io_placement.png
Pins as bars across the die edge, other pins in grey.
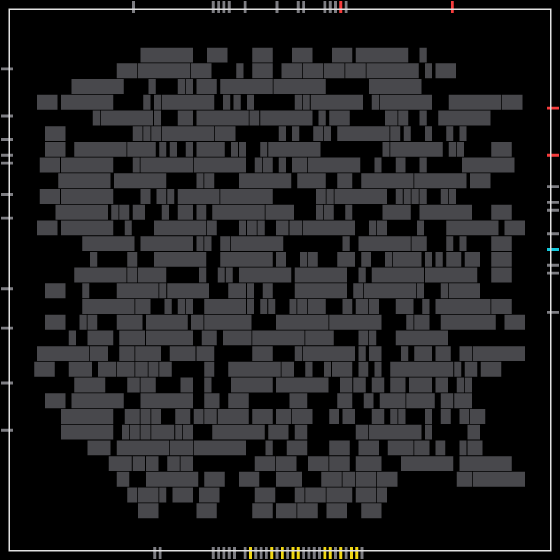
logic_types.png
Bar = 20 microns.
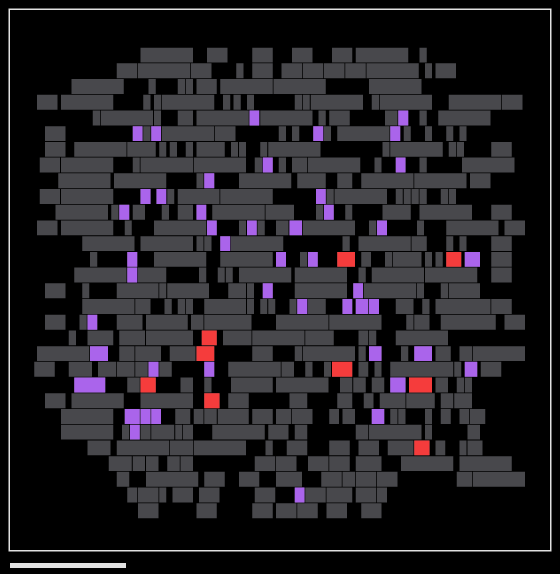
flops_by_reg.png
Bar = 20 microns.
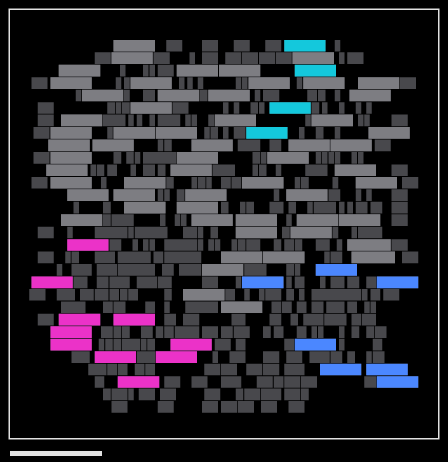
wires.png
Only two layers are drawn.
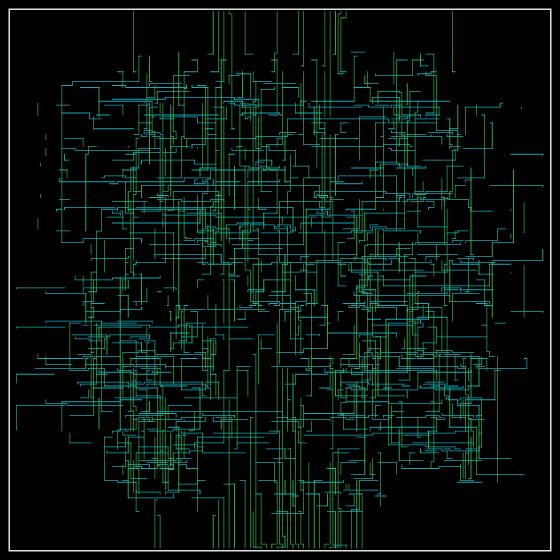
clocks.png
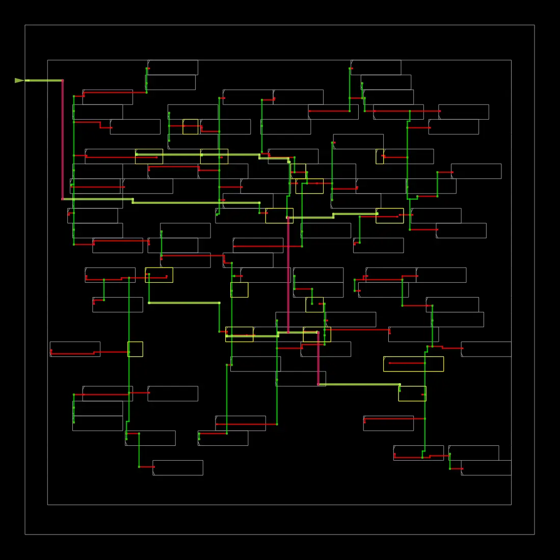
Design collision_detector, sky130hd; sources not shown.
==> flow_summary_export.csv <==
group,metric,value,unit
yosys,ys_sh_xor,0,
floorplan,row_count,30,
yosys,ys_sh_mux,0.0270,
drt,drt_iter0_drc,86,
yosys,topCellsByArea,"dfrtp_1 (56%), nand2_1 (5.7%), a21oi_1 (4.4%), nor2_1 (4.2%), fa_1 (4.1%)",
drt,drt_pass1_iterations,4,
grt,use_met2,0.287,
power_and_ir_drop,powerSeq,0.891,mW
yosys,top_area_frac,0.561,
yosys,fp_nets,379,
power_and_ir_drop,net-switching-power,0.358,mW
cts,post-cts-setup-buffers,0,
sta,finalMaxSlewViolations,0,
yosys,ys_types,44,
min_path,hold_path_class,"reg -> reg",
placed_design,dpl_cell_area,4220,sq um
grt,grt_max_degree,46,
finish,comb_cells,219,
worst_setup_path,reg2reg_slack,30,ps
worst_setup_path,crit_path_cell_trace,"fa_1 > inv_1 > fa_1 > fa_1 > fa_2 > fa_2 > nor2b_1 > o21a_1 > or2_4 > nand4_1 > mux2_2",
cts,htree_levels,3,
finish,lay_top_cells,"dfrtp_1 (77), clkdlybuf4s50_1 (65), nand2_1 (51)",
cts,ctsResizeCount,3,
yosys,synthAoiAreaFrac,0.0954,
floorplan,io_pins,66,
yosys,ys_ff,79,
worst_setup_path,arrival,3800,ps
finish,final_core_util,0.641,
finish,inverters,18,
power_and_ir_drop,p_comb,0.0723,mW
min_path,hold_path_depth,2,
finish,clk_share,0.0444,
grt,grt_pass1_vias,2572,
drt,final_antenna_net_count,0,
floorplan,die_area,8740,sq um
worst_setup_path,crit_path_max_incr_delay,530,ps
finish,nNetsFinal,451,
placed_design,dp_hpwl,5110,microns
finish,comb_area,1360,sq um
power_and_ir_drop,internal_power,1.24,mW
yosys,edf_count,0,
yosys,syn_inst,328,
power_and_ir_drop,power_leader,"registers",
floorplan,coreArea,6940,sq um
drt,wl_met3,228,microns
finish,buf_share,0.163,
worst_setup_path,cp-end-kind,"flip-flop",
power_and_ir_drop,power_density,360,nW/um^2
worst_setup_path,cp_slowest_cell,"fa_1",
yosys,synth.yosys.warnings,0,
yosys,yosysTopAreaCell,"dfrtp_1",
yosys,ys_sh_simple,0.200,
worst_setup_path,cp_num_buf_inv,1,
placed_design,place_inst,484,
drt,wl_met1,3210,microns
drt,topRoutingLayerUsed,"met4",
floorplan,num_tap_cells,96,
finish,flops,79,
yosys,postSynthSeqShare,0.576,
grt,antenna_found_initial,0,
power_and_ir_drop,power_switching_share,0.223,
sta,finalCriticalPeriod,3620,ps
worst_setup_path,crit_top_cell,"fa_1",
worst_setup_path,cp_num_cells,11,
grt,grt_use_met1,0.229,
sta,rsz0062_at_grt,"true",
sta,min_period_over_period,0.992,
cts,path_clk_slew,80,ps
yosys,syn_area,3430,sq um
drt,vias_per_cell,5.06,
sta,tightestPinTransition,745,ps
worst_setup_path,startpoint_type,"flip-flop",
grt,gr-total-overflow,0,
floorplan,fp_util,0.495,
finish,design_area,4450,sq um
sta,tns,0,ps
finish,diodes,0,
worst_setup_path,crit_family,"adder cells",
run_status,outcome,"finished clean",
sta,setup_viol,0,
drt,drt-total-wl,6910,microns
drt,wl_met2,3420,microns
yosys,top_cell,"dfrtp_1",
About io_placement.png:
bullet_reset: in red, pins 4, direction output, edge 2 right, 2 top. py: in yellow, pins 10, direction input, edge bottom. ship_pixel: in cyan, pins 1, direction input, edge right.
die x size: 93.5 microns
PortBufs: 65

About logic_types.png:
aoi and oai cells: in purple, cells 46. non-inverting ao/oa cells: in red, cells 9.
Non-Filler Instances: 501
most frequent logic cell in the layout: dfrtp_1
Comb/total area: 0.306

About flops_by_reg.png:
bullet_p1_q: in cyan, placed flops 4. score: in magenta, placed flops 10, where lower left. invuln_q: in blue, placed flops 7, where lower right.
Another 58 sequential cells are not coloured.
Seq. cell area: 1980 sq um
Seq/total area: 0.445

About wires.png:
metal 1: in cyan, wire length 3210 microns. metal 2: in green, wire length 3420 microns.
vias after detailed routing: 2534
GRT Overall Usage: 0.175

About clocks.png:
clk sinks: 79
Latency at later pin: 340 ps
clkbuf count: 10
clk pwr: 0.637 mW
CTS Buf Count: 9

No activity file was given, so power comes from the tool's default toggle rates.
